### Placed cells, one color a class

Scale: 4 px per um. Fill, decap, tap and diode cells in gray.
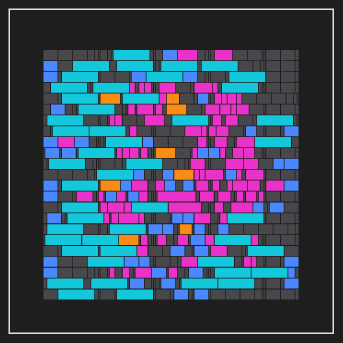
### Ports around the boundary

Scale: 3 px per um. Pins as bars across the die edge, other pins in gray.
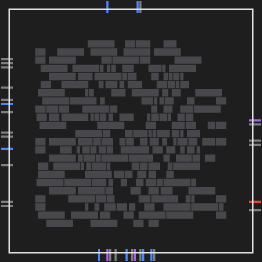
### M2 wires

Scale: 4 px per um.
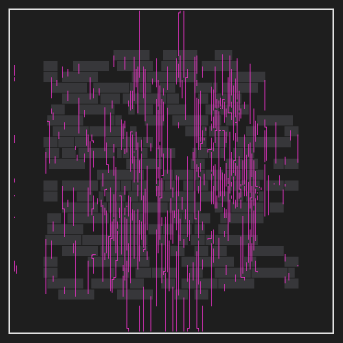
===== src/rtl/irq_pending_latch.sv =====
// Interrupt front end: synchronises eight request lines, latches them into a masked
// pending vector for the priority encoder and handshakes with the host. IRQ_OVERRUN_EN adds ovr_flag.
module irq_pending_latch #(
    parameter int unsigned SYNC_STAGES = 2,
    parameter int unsigned EDGE_MODE   = 1,
    parameter int unsigned HOLDOFF     = 2
) (
    input  logic       clk,
    input  logic       rst_n,
    input  logic [7:0] irq_in,
    input  logic       mask_wr,
    input  logic [7:0] mask_data,
    output logic [7:0] pend_vec,
    output logic       irq_req,
    input  logic       irq_ack,
    input  logic [2:0] ack_idx,
    output logic       ack_err
`ifdef IRQ_OVERRUN_EN
    ,
    output logic [7:0] ovr_flag
`endif
);

    localparam int unsigned NUM_IRQ = 8;
    localparam int unsigned CNT_W   = 4;

    typedef enum logic [1:0] {
        IDLE   = 2'd0,
        ACTIVE = 2'd1,
        HOLD   = 2'd2
    } state_e;

    logic [SYNC_STAGES-1:0][NUM_IRQ-1:0] sync_q;
    logic [NUM_IRQ-1:0] sync_s;
    logic [NUM_IRQ-1:0] prev_q;
    logic [NUM_IRQ-1:0] set_c;
    logic [NUM_IRQ-1:0] clr_c;
    logic [NUM_IRQ-1:0] pending_q, pending_d;
    logic [NUM_IRQ-1:0] mask_q;
    state_e             state_q, state_d;
    logic [CNT_W-1:0]   cnt_q, cnt_d;
    logic               irq_req_q;
    logic               ack_err_q, ack_err_d;

    assign sync_s   = sync_q[SYNC_STAGES-1];
    assign set_c    = (EDGE_MODE != 0) ? (sync_s & ~prev_q) : sync_s;
    assign pend_vec = pending_q & ~mask_q;
    assign irq_req  = irq_req_q;
    assign ack_err  = ack_err_q;

    // Synchroniser chain, edge history, pending and mask registers
    always_ff @(posedge clk or negedge rst_n) begin
        if (!rst_n) begin
            sync_q    <= '0;
            prev_q    <= '0;
            pending_q <= '0;
            mask_q    <= '0;
        end else begin
            sync_q    <= {sync_q[SYNC_STAGES-2:0], irq_in};
            prev_q    <= sync_s;
            pending_q <= pending_d;
            if (mask_wr) begin
                mask_q <= mask_data;
            end
        end
    end

    // A capture in the same cycle as its own clear re-pends the bit
    always_comb begin
        pending_d = (pending_q & ~clr_c) | set_c;
    end

    // Request FSM state, hold-off counter and registered outputs
    always_ff @(posedge clk or negedge rst_n) begin
        if (!rst_n) begin
            state_q   <= IDLE;
            cnt_q     <= '0;
            irq_req_q <= 1'b0;
            ack_err_q <= 1'b0;
        end else begin
            state_q   <= state_d;
            cnt_q     <= cnt_d;
            irq_req_q <= (state_d == ACTIVE);
            ack_err_q <= ack_err_d;
        end
    end

    always_comb begin
        state_d   = state_q;
        cnt_d     = cnt_q;
        ack_err_d = 1'b0;
        clr_c     = '0;
        case (state_q)
            IDLE: begin
                if (irq_ack) begin
                    ack_err_d = 1'b1;
                end
                if (pend_vec != '0) begin
                    state_d = ACTIVE;
                end
            end
            ACTIVE: begin
                if (irq_ack) begin
                    if (pend_vec[ack_idx]) begin
                        clr_c = NUM_IRQ'(1) << ack_idx;
                        if (HOLDOFF == 0) begin
                            state_d = IDLE;
                        end else begin
                            state_d = HOLD;
                            cnt_d   = CNT_W'(HOLDOFF);
                        end
                    end else begin
                        ack_err_d = 1'b1;
                    end
                end else if (pend_vec == '0) begin
                    state_d = IDLE;
                end
            end
            HOLD: begin
                if (irq_ack) begin
                    ack_err_d = 1'b1;
                end
                if (cnt_q <= CNT_W'(1)) begin
                    state_d = IDLE;
                    cnt_d   = '0;
                end else begin
                    cnt_d = cnt_q - CNT_W'(1);
                end
            end
            default: begin
                state_d = IDLE;
                cnt_d   = '0;
            end
        endcase
    end

`ifdef IRQ_OVERRUN_EN
    logic [NUM_IRQ-1:0] ovr_q, ovr_d;

    // Lost interrupt: a new capture lands on a bit that is still pending
    always_comb begin
        ovr_d = (ovr_q & ~clr_c) | (set_c & pending_q & ~clr_c);
    end

    always_ff @(posedge clk or negedge rst_n) begin
        if (!rst_n) begin
            ovr_q <= '0;
        end else begin
            ovr_q <= ovr_d;
        end
    end

    assign ovr_flag = ovr_q;
`endif

endmodule


===== config.mk =====
export PLATFORM = sky130hd
export DESIGN_NAME = irq_pending_latch
export DESIGN_NICKNAME = d
export VERILOG_FILES = /design/src/rtl/irq_pending_latch.sv
export SDC_FILE = /design/constraint.sdc
export NUM_CORES = 1
export LEC_CHECK = 0
export CAP_MARGIN = 20
export CORE_MARGIN = 8
export CORE_UTILIZATION = 46
export DETAILED_ROUTE_END_ITERATION = 12
export PLACE_DENSITY_LB_ADDON = 0.08
export SYNTH_ARGS = -nofsm -noshare
export SYNTH_HDL_FRONTEND = slang
export SYNTH_SLANG_ARGS = --single-unit

===== constraint.sdc =====
create_clock -name clk -period 2.4 [get_ports clk]
set_clock_uncertainty 0.2 [all_clocks]
set_input_delay 0.36 -clock clk [delete_from_list [all_inputs] [get_ports clk]]
set_output_delay 0.36 -clock clk [all_outputs]
set_load 0.005 [all_outputs]

==> results.txt <==
Purpose: to document the outcome of synthesis and place and route.

Status
The run finished with clean final reports.

Power and ir drop
The clock share of power is 24.1%. Power attributed to combinational cells is ~660 uW. Power attributed to the clock group is around 510 uW. The power group with the highest consumption is registers. The sequential cell power is 940 uW. Internal power comes to 1490 uW.

Yosys
The Yosys step of the flow raised 0 warnings. Sorting the synthesized cells by area gives the leading types as sky130_fd_sc_hd__dfrtp_1 63%, sky130_fd_sc_hd__mux2_2 4.7%, sky130_fd_sc_hd__o21ai_0 4.4%. Of all flip-flops after synthesis, the portion carrying an async set or reset was 100%. The multiplexer share of the synthesized area is 8.85%.

Routing
For this run, design rule violations remaining after detail routing come to 0. The length of the first detailed-routing pass in iterations is 4. Once iteration 0 of detailed routing completed, the report listed 74 DRC markers. The average wire length per cell after detail routing is 15.8 um. For this run, the detailed router reports a per-instance via density of roughly 5.4.

Placed design
According to the dpl log, the detail-placed design has an HPWL of 3.07 mm.

Layout
The final layout contains a sequential cell count of 48. The fraction of layout cells with a size suffix above 1 is 23.0%. At the end of the flow the core is filled with cells to between 60 and 70%.

Compared with the post-synthesis result, the final layout area differs by 33.6%.

STA
Setup repair after global routing could not meet its margin everywhere. The smallest clock period supported by the final layout is computed as 2.39 ns.

Worst hold path
Per the hold report, the tightest min-delay path originates at sync_q[2]$_DFF_PN0_. The hold path depth is 0.

Die
The effective utilization at floorplan is between 40 and 50%. The number of well taps is 50.

Critical path
The endpoint of the most critical register-to-register path is irq_req$_DFF_PN0_. The cell type of the slowest stage on the worst timing path is sky130_fd_sc_hd__or4_4. Looking at the setup timing report, the critical path kind is reg2reg. In this run the worst setup path terminates at irq_req$_DFF_PN0_.

Clock network
The later pin in the worst-skew pair is clocked with a latency of roughly 0.29 ns.

Global route
The first global-routing pass estimated around 6.9 mm of wire.
About 'Placed cells, one color a class':
[orange] clock drivers and dummy loads | cells: 8 | share of their area: 4.0%
[magenta] remaining logic cells | cells: 94 | share of their area: 29%
[blue] remaining buffers and delay cells | cells: 54 | share of their area: 19%
[cyan] sequential cells | cells: 48 | share of their area: 48%
Row Count: 23
final standard cell area without fillers: 2570 um2
core footprint: 4000 um2
Seq/total area: 46.8%

About 'Ports around the boundary':
[red] irq_req | pins: 1 | direction: output | edge: east
[purple] ack_idx | pins: 3 | direction: input | edge: 2 south, 1 east
[blue] mask_data | pins: 8 | direction: input | edge: 4 south, 2 north, 2 west
vertical extent of the die: 80.6 um
die extent in x: 80.6 um
input/output buffers: 32

About 'M2 wires':
share of all routed wire: 51%
wire length on this layer: 2060 um
longest straight run: 40.5 um
main direction: vertical
nets with wire on the layer: 208
total via count in the routed design: 1366
Detailed Route WL: 4.01 mm
GRT met2 Usage: 23.4%

state kept, by name, indices dropped and copies added (netlist names):
name       cells
ack_err        1
cnt_q          4
irq_req        1
mask_q         8
pending_q      8
prev_q         8
state_q        2
sync_q         8
sync_s         8
metal layers:
layer	track usage [%]	wire length, um	vias to the layer above	part of all wire (%)
met5	0	0	-	0
met4	2.73	21	0	0.52
met3	4.13	255	4	6.4
met2	23.4	2060	46	51
met1	16.0	1670	688	42
li1	-	-	628	-
per-stage QoR:
step	instance area, um2	setup slack [ns]	TNS [ns]	std cells	hold WS, ns
after floorplan	1920	0.0554	0	144	-0.136
after global placement	2420	-0.209	-0.626	241	0.129
after detailed placement	2420	-0.242	-0.839	241	0.136
after CTS	2530	0.0333	0	250	0.157
after global routing	2570	-0.0585	-0.0585	254	0.169
final	2570	0.0145	0	254	0.153
No activity file was given, so power comes from the tool's default toggle rates.
